===== src/rtl/mario_pkg.sv =====
// Shared game constants: playfield geometry, MOGU scheduler state encoding,
// LFSR seed/taps and a small bit-select helper.
package mario_pkg;

  localparam int unsigned BW       = 240;
  localparam int unsigned MGMW     = 16;
  localparam int unsigned GROUND_R = 144;

  typedef enum logic [1:0] {
    S_IDLE  = 2'd0,
    S_LOAD  = 2'd1,
    S_SPAWN = 2'd2,
    S_MOVE  = 2'd3
  } mogu_state_e;

  // x^8 + x^6 + x^5 + x^4 + 1, taps on bits 7,5,4,3 of a left-shifting register
  localparam logic [7:0] LFSR_SEED = 8'hA5;
  localparam logic [7:0] LFSR_TAPS = 8'b1011_1000;

  // One-hot of the lowest set bit (0 when v is 0)
  function automatic logic [3:0] lowest_set(input logic [3:0] v);
    return v & (~v + 4'd1);
  endfunction

endpackage


===== src/rtl/mogu_lfsr.sv =====
// Free-running 8-bit Fibonacci LFSR; only rst reloads the seed.
module mogu_lfsr (
  input  logic       clk,
  input  logic       rst,
  output logic [7:0] q
);
  import mario_pkg::*;

  logic [7:0] q_q, q_d;

  // Shift left, feeding back the XOR of the tapped bits
  always_comb begin
    q_d = {q_q[6:0], ^(q_q & LFSR_TAPS)};
  end

  // State register, seeded on reset
  always_ff @(posedge clk) begin
    if (rst) q_q <= LFSR_SEED;
    else     q_q <= q_d;
  end

  assign q = q_q;

endmodule


===== src/rtl/mogu_scheduler.sv =====
// MOGU wave scheduler: picks a random slot mask per wave, releases slots
// GAP ticks apart, marches them left on each tick and tracks escapes/kills.
module mogu_scheduler #(
  parameter int unsigned BW       = mario_pkg::BW,
  parameter int unsigned MGMW     = mario_pkg::MGMW,
  parameter int unsigned SPAWN_C  = BW - MGMW,
  parameter int unsigned GROUND_R = mario_pkg::GROUND_R,
  parameter int unsigned STEP     = 2,
  parameter int unsigned GAP      = 8
) (
  input  logic        clk,
  input  logic        rst,
  input  logic        tick,
  input  logic        clear,
  input  logic        wave_req,
  input  logic [3:0]  alive,
  output logic [3:0]  MOGU,
  output logic [10:0] C1,
  output logic [10:0] C2,
  output logic [10:0] C3,
  output logic [10:0] C4,
  output logic [10:0] R1,
  output logic [10:0] R2,
  output logic [10:0] R3,
  output logic [10:0] R4,
  output logic [3:0]  escaped,
  output logic [7:0]  wave,
  output logic        busy
);
  import mario_pkg::*;

  mogu_state_e state_q, state_d;
  logic [3:0]  mogu_q, mogu_d;
  logic [3:0]  rel_q, rel_d;
  logic [3:0]  esc_q, esc_d;
  logic [7:0]  wave_q, wave_d;
  logic [7:0]  gcnt_q, gcnt_d;
  logic [10:0] c_q [4];
  logic [10:0] c_d [4];

  logic [7:0]  lfsr_q;
  logic        unused_lfsr_hi;
  logic [3:0]  pending;
  logic        rel_now;
  logic [3:0]  rel_mask;
  logic        wave_done;

  mogu_lfsr u_lfsr (
    .clk (clk),
    .rst (rst),
    .q   (lfsr_q)
  );

  assign unused_lfsr_hi = ^lfsr_q[7:4];

  // Release and wave-completion decode shared by next-state and datapath.
  // gcnt==0 only on SPAWN entry; afterwards the GAP-th tick triggers release.
  always_comb begin
    pending   = mogu_q & ~rel_q;
    rel_now   = (state_q == S_SPAWN) && (pending != '0) &&
                ((gcnt_q == '0) || (tick && (gcnt_q == 8'd1)));
    rel_mask  = rel_now ? lowest_set(pending) : '0;
    wave_done = (mogu_q & alive & ~esc_q) == '0;
  end

  // FSM state register
  always_ff @(posedge clk) begin
    if (rst) state_q <= S_IDLE;
    else     state_q <= state_d;
  end

  // FSM next-state logic; clear forces IDLE from anywhere
  always_comb begin
    state_d = state_q;
    case (state_q)
      S_IDLE:  if (wave_req) state_d = S_LOAD;
      S_LOAD:  state_d = S_SPAWN;
      S_SPAWN: if ((pending & ~rel_mask) == '0) state_d = S_MOVE;
      S_MOVE:  if (wave_done) state_d = S_IDLE;
      default: state_d = S_IDLE;
    endcase
    if (clear) state_d = S_IDLE;
  end

  // Datapath next-state: wave load on IDLE->LOAD, releases, movement, wave end
  always_comb begin
    mogu_d = mogu_q;
    rel_d  = rel_q;
    esc_d  = esc_q;
    wave_d = wave_q;
    gcnt_d = gcnt_q;
    for (int unsigned n = 0; n < 4; n++) c_d[n] = c_q[n];

    if (clear) begin
      mogu_d = '0;
      rel_d  = '0;
      esc_d  = '0;
      wave_d = '0;
      gcnt_d = '0;
    end else begin
      // Wave setup is registered on the edge into LOAD so MOGU is valid in LOAD
      if ((state_q == S_IDLE) && wave_req) begin
        mogu_d = (lfsr_q[3:0] == '0) ? 4'b0001 : lfsr_q[3:0];
        rel_d  = '0;
        esc_d  = '0;
        gcnt_d = '0;
        for (int unsigned n = 0; n < 4; n++) c_d[n] = 11'(SPAWN_C);
      end

      if (state_q == S_SPAWN) begin
        rel_d = rel_q | rel_mask;
        if (rel_now)                      gcnt_d = 8'(GAP);
        else if (tick && (gcnt_q != '0))  gcnt_d = gcnt_q - 8'd1;
      end

      // Compare before subtracting so a column never wraps below zero
      if (((state_q == S_SPAWN) || (state_q == S_MOVE)) && tick) begin
        for (int unsigned n = 0; n < 4; n++) begin
          if (rel_q[n] && alive[n] && !esc_q[n]) begin
            if (c_q[n] <= 11'(STEP)) esc_d[n] = 1'b1;
            else                     c_d[n]   = c_q[n] - 11'(STEP);
          end
        end
      end

      if ((state_q == S_MOVE) && wave_done) begin
        mogu_d = '0;
        if (wave_q != '1) wave_d = wave_q + 8'd1;
      end
    end
  end

  // Datapath registers
  always_ff @(posedge clk) begin
    if (rst) begin
      mogu_q <= '0;
      rel_q  <= '0;
      esc_q  <= '0;
      wave_q <= '0;
      gcnt_q <= '0;
      for (int unsigned n = 0; n < 4; n++) c_q[n] <= 11'(SPAWN_C);
    end else begin
      mogu_q <= mogu_d;
      rel_q  <= rel_d;
      esc_q  <= esc_d;
      wave_q <= wave_d;
      gcnt_q <= gcnt_d;
      for (int unsigned n = 0; n < 4; n++) c_q[n] <= c_d[n];
    end
  end

  assign MOGU    = mogu_q;
  assign escaped = esc_q;
  assign wave    = wave_q;
  assign busy    = (state_q != S_IDLE);
  assign C1      = c_q[0];
  assign C2      = c_q[1];
  assign C3      = c_q[2];
  assign C4      = c_q[3];
  assign R1      = 11'(GROUND_R);
  assign R2      = 11'(GROUND_R);
  assign R3      = 11'(GROUND_R);
  assign R4      = 11'(GROUND_R);

endmodule


===== config.mk =====
export PLATFORM = sky130hd
export DESIGN_NAME = mogu_scheduler
export DESIGN_NICKNAME = d
export VERILOG_FILES = /design/src/rtl/mario_pkg.sv /design/src/rtl/mogu_lfsr.sv /design/src/rtl/mogu_scheduler.sv
export SDC_FILE = /design/constraint.sdc
export NUM_CORES = 1
export LEC_CHECK = 0
export ABC_AREA = 1
export ABC_CLOCK_PERIOD_IN_PS = 1600
export CORE_MARGIN = 10
export CORE_UTILIZATION = 40
export CTS_CLUSTER_DIAMETER = 80
export DETAILED_ROUTE_END_ITERATION = 8
export GPL_TIMING_DRIVEN = 0
export PLACE_DENSITY = 0.68
export SETUP_SLACK_MARGIN = 0.4
export SLEW_MARGIN = 10
export SYNTH_ARGS = -nofsm -noshare
export SYNTH_HDL_FRONTEND = slang
export SYNTH_HIERARCHICAL = 1
export SYNTH_SLANG_ARGS = --single-unit

===== constraint.sdc =====
create_clock -name clk -period 1.6 [get_ports clk]
set_input_delay 0.16 -clock clk [delete_from_list [all_inputs] [get_ports clk]]
set_output_delay 0.16 -clock clk [all_outputs]
set_load 0.02 [all_outputs]

**Run 1: clock wires, drivers and flops**

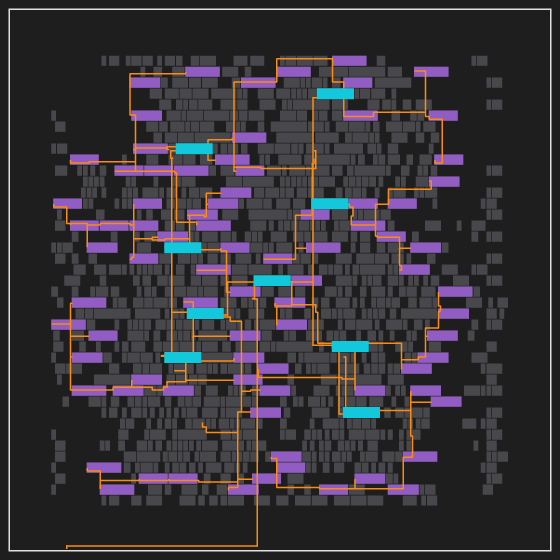
[clock wires] orange | length: 1,270 um
[cells driving clock nets] cyan | count: 9
[flip-flops] purple | count: 82
flops lie	widely spread
routed clock nets	10

**Run 1: metal 1**

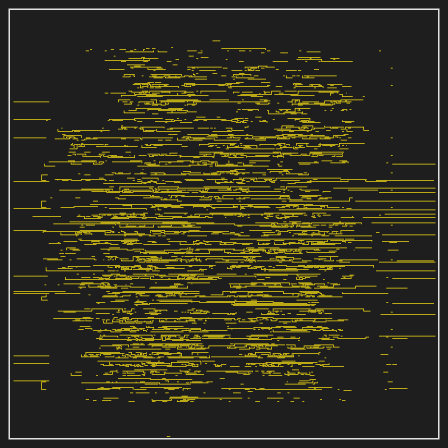
main direction	horizontal
wire length on this layer	7,540 um
share of all routed wire	45%
total number of vias: 5,594
Routed WL: 16.9 mm
met1 usage: 21.7%

==> flow_metrics.tcl, run 1 <==
# metrics dict for downstream scripts
set metrics [dict create \
    timing.critical_path.arrival_ns 1.84 \
    outcome "finished with violations" \
    power_clock_mw 2.28 \
    mostFrequentLayoutCell "nand2_1" \
    drtIter0Drc 388 \
    drv_cap 0 \
    tns_ns -0.0465 \
    inverters_excl_clock 105 \
    pre_cts_slack_ns -0.569 \
    critPathLaunch "state_q[0]" \
    worstSetupEndpoint "c_q[1][5]" \
    drive_above_1_share_pct 48.5 \
    grt-ovfl-total 0 \
    wl_per_cell_um 14.8 \
    use_met2_pct 27.5 \
    ioPinCount 114 \
    chipWidth_um 134 \
    largest_register "c_q" \
    setup_viol 4 \
    met3_usage_pct 3.57 \
    synth_area_um2 5160 \
    fin_skew_ns 0.00696 \
    rr_endpoint "c_q[1][5]" \
    cts_max_level 3 \
    largest_register_ffs 44 \
    syn_inst 781 \
    wl_met2_mm 8.10 \
    timing.critical_path.buf_inv 3 \
    min_period_ns 1.62 \
    r2r_cells 9 \
    cpMaxStageDelayCell "dfxtp_4" \
    initCoreUtil_pct 40.9 \
    drtPass1Iterations 5 \
    drcViolationCount 0 \
    tritoncts "done" \
    nClkBuffers 11 \
    worst_path_dominant_cell_family "buffers and inverters" \
    antenna_found_initial 0 \
    fmax_ghz 0.618 \
    place_area_um2 6530 \
    holdPathStages 1 \
    syn2layout_area_growth_pct 56.1 \
    power_switching_mw 1.65 \
    fin_crit_sh_pct 101 \
    comb-cell-share_pct 46.5 \
    slew_headroom_pct 43.7 \
    seq_share_pct 21.9 \
    p_leak_nw 3.47 \
    tap_cells 172 \
    power_frac_clock_pct 41.4 \
    ff_count 82 \
    hpwl_mm 11.0 \
    violations "setup timing" \
    top_usage_layer "met2" \
    cts_buffers 9 \
    die-height_um 134 \
    powerDensity_nw_per_um2 682 \
    hold_start "u_lfsr/q[6]" \
    p_sw_share_pct 30.0 \
    worst_slack_ns -0.0172 \
    post_drt_via_cell_ratio 4.89 \
    postLayoutCellArea_um2 8060 \
    power.group.top "the clock network" \
    clk_latency_ns 0.35 \
    layout_top_cells "nand2_1 (133), buf_4 (89), nor2_1 (67)" \
    grt_use_total_pct 17.0 \
    comb_cells 579 \
    hold_buffers 0 \
    clk_pin_slew_ns 0.07 \
    ir_worst_vdd_mv 0.450 \
]
**Run 1: sequential cells colored by netlist name**

Other sequential cells in the stronger gray, the rest of the logic in the fainter gray.
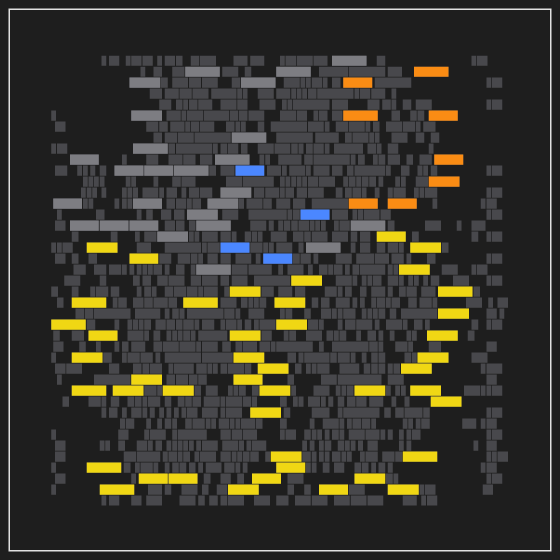
name in the netlist	color	flops
c_q	yellow	44
rel_q	blue	4
gcnt_q	orange	8
seq pwr: 2.15 mW
sequential cell area: 1770 um2
final core utilization: 63.9%

**Run 1: routing congestion**

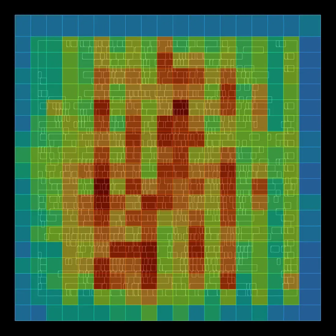

==> run 1 -> run 2 <==
--- a/config.mk
+++ b/config.mk
@@ -13,7 +13,6 @@
 export DETAILED_ROUTE_END_ITERATION = 8
 export GPL_TIMING_DRIVEN = 0
 export PLACE_DENSITY = 0.68
-export SETUP_SLACK_MARGIN = 0.4
 export SLEW_MARGIN = 10
 export SYNTH_ARGS = -nofsm -noshare
 export SYNTH_HDL_FRONTEND = slang
**Run 2: routing congestion**

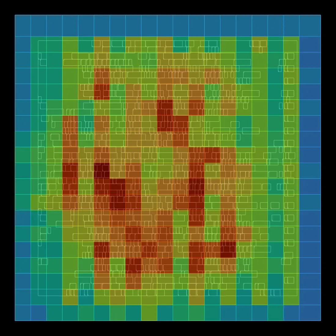
layer with the highest usage: met2
M3 GR Usage: 2.93%
gr usage total: 16.3%
met1 usage: 20.8%

==> flow_metrics.tcl, run 2 <==
# metrics dict for downstream scripts
set metrics [dict create \
    outcome "finished with violations" \
    violations "setup timing" \
    r2r_cells 10 \
    ioPinCount 114 \
    layout_top_cells "nand2_1 (162), buf_4 (89), nor2_1 (71)" \
    seq_cell_power_mw 2.16 \
    tritoncts "done" \
    drv_cap 0 \
    power_switching_mw 1.56 \
    chipWidth_um 134 \
    fmax_ghz 0.598 \
    p_leak_nw 3.30 \
    die-height_um 134 \
    clk_pin_slew_ns 0.07 \
    utilization_pct 58.5 \
    hpwl_mm 10.8 \
    seq_share_pct 22.9 \
    fin_skew_ns 0.00809 \
    largest_register_ffs 44 \
    setup_viol 7 \
    timing.critical_path.arrival_ns 1.89 \
    drcViolationCount 0 \
    ir_worst_vdd_mv 0.431 \
    fin_crit_sh_pct 104 \
    syn2layout_area_growth_pct 43.0 \
    p_sw_share_pct 30.9 \
    postLayoutCellArea_um2 7380 \
    slew_headroom_pct 50.4 \
    nClkBuffers 9 \
    worst_slack_ns -0.0710 \
    use_met2_pct 26.3 \
    drive_above_1_share_pct 29.2 \
    critPathLaunch "state_q[0]" \
    ff_latch_area_um2 1690 \
    drtPass1Iterations 5 \
]
**Run 2: metal 1**

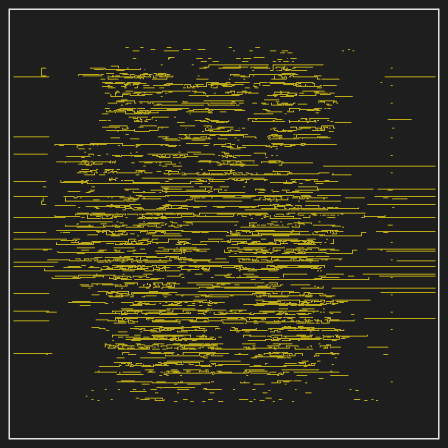

==> run 2 -> run 3 <==
--- a/config.mk
+++ b/config.mk
@@ -7,12 +7,14 @@
 export LEC_CHECK = 0
 export ABC_AREA = 1
 export ABC_CLOCK_PERIOD_IN_PS = 1600
+export CELL_PAD_IN_SITES_DETAIL_PLACEMENT = 0
+export CELL_PAD_IN_SITES_GLOBAL_PLACEMENT = 1
 export CORE_MARGIN = 10
-export CORE_UTILIZATION = 40
+export CORE_UTILIZATION = 32
 export CTS_CLUSTER_DIAMETER = 80
 export DETAILED_ROUTE_END_ITERATION = 8
 export GPL_TIMING_DRIVEN = 0
-export PLACE_DENSITY = 0.68
+export PLACE_DENSITY_LB_ADDON = 0.1
 export SLEW_MARGIN = 10
 export SYNTH_ARGS = -nofsm -noshare
 export SYNTH_HDL_FRONTEND = slang
**Run 3: metal 1**

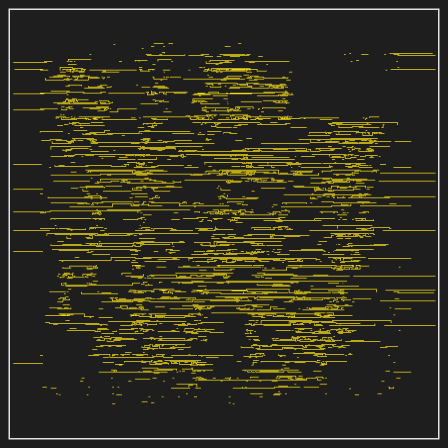
share of all routed wire	45%
longest straight run	43.7 um
main direction	horizontal
met1 usage: 18.7%
total number of vias: 5,374
Routed WL: 16.8 mm

==> flow_metrics.tcl, run 3 <==
# metrics dict for downstream scripts
set metrics [dict create \
    inverters_excl_clock 105 \
    min_period_ns 1.64 \
    place_area_um2 6290 \
    comb-cell-share_pct 43.5 \
    nClkBuffers 14 \
    seq_share_pct 22.7 \
    ff_count 82 \
    largest_register "c_q" \
    cts_max_level 3 \
    worst_path_dominant_cell_family "simple AND/OR/NAND/NOR gates" \
    fin_crit_sh_pct 102 \
    synth_area_um2 5160 \
    drive_above_1_share_pct 27.1 \
    ioPinCount 114 \
    p_sw_share_pct 29.0 \
    wl_per_cell_um 14.3 \
    postLayoutCellArea_um2 7360 \
    setup_viol 7 \
    wl_met2_mm 7.88 \
    post_drt_via_cell_ratio 4.60 \
    tap_cells 216 \
    drv_cap 0 \
    outcome "finished with violations" \
    pre_cts_slack_ns -0.611 \
    worst_slack_ns -0.0397 \
    grt_use_total_pct 15.1 \
    power_clock_mw 2.18 \
    r2r_cells 10 \
    met3_usage_pct 3.87 \
    die-height_um 147 \
    antenna_found_initial 0 \
    power_switching_mw 1.53 \
    layout_top_cells "nand2_1 (164), buf_4 (87), inv_1 (73)" \
    clk_pin_slew_ns 0.06 \
    hold_start "u_lfsr/q[6]" \
    holdPathStages 1 \
    power_frac_clock_pct 41.4 \
    timing.critical_path.buf_inv 2 \
    p_leak_nw 3.44 \
    rr_endpoint "c_q[2][2]" \
    cpMaxStageDelayCell "dfxtp_2" \
    mostFrequentLayoutCell "nand2_1" \
    timing.critical_path.arrival_ns 1.84 \
    slew_headroom_pct 46.1 \
    comb_cells 577 \
    violations "setup timing" \
    fin_skew_ns 0.00516 \
    drcViolationCount 0 \
    ir_worst_vdd_mv 0.499 \
    clk_latency_ns 0.35 \
    syn2layout_area_growth_pct 42.5 \
]

==> screenshots <==
Wires at chosen ports, followed through buffers.
Bar = 50 um.
shot_01.png
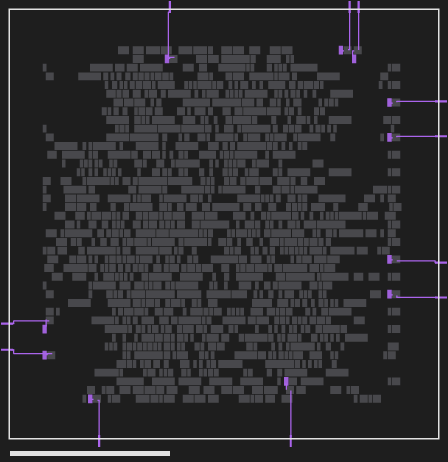
shot_02.png
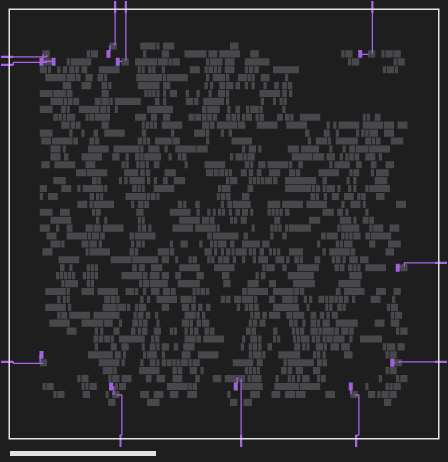
| from | picture |
|---|---|
| run 2 | shot_01.png |
| run 3 | shot_02.png |

Key to shot_02.png:
port	color	bits	direction	edge	end cells	buffers	wire
R2	purple	11	output	3 north, 3 south, 3 west, 2 east	11	11	182 um

Power and IR drop assume default switching activity.
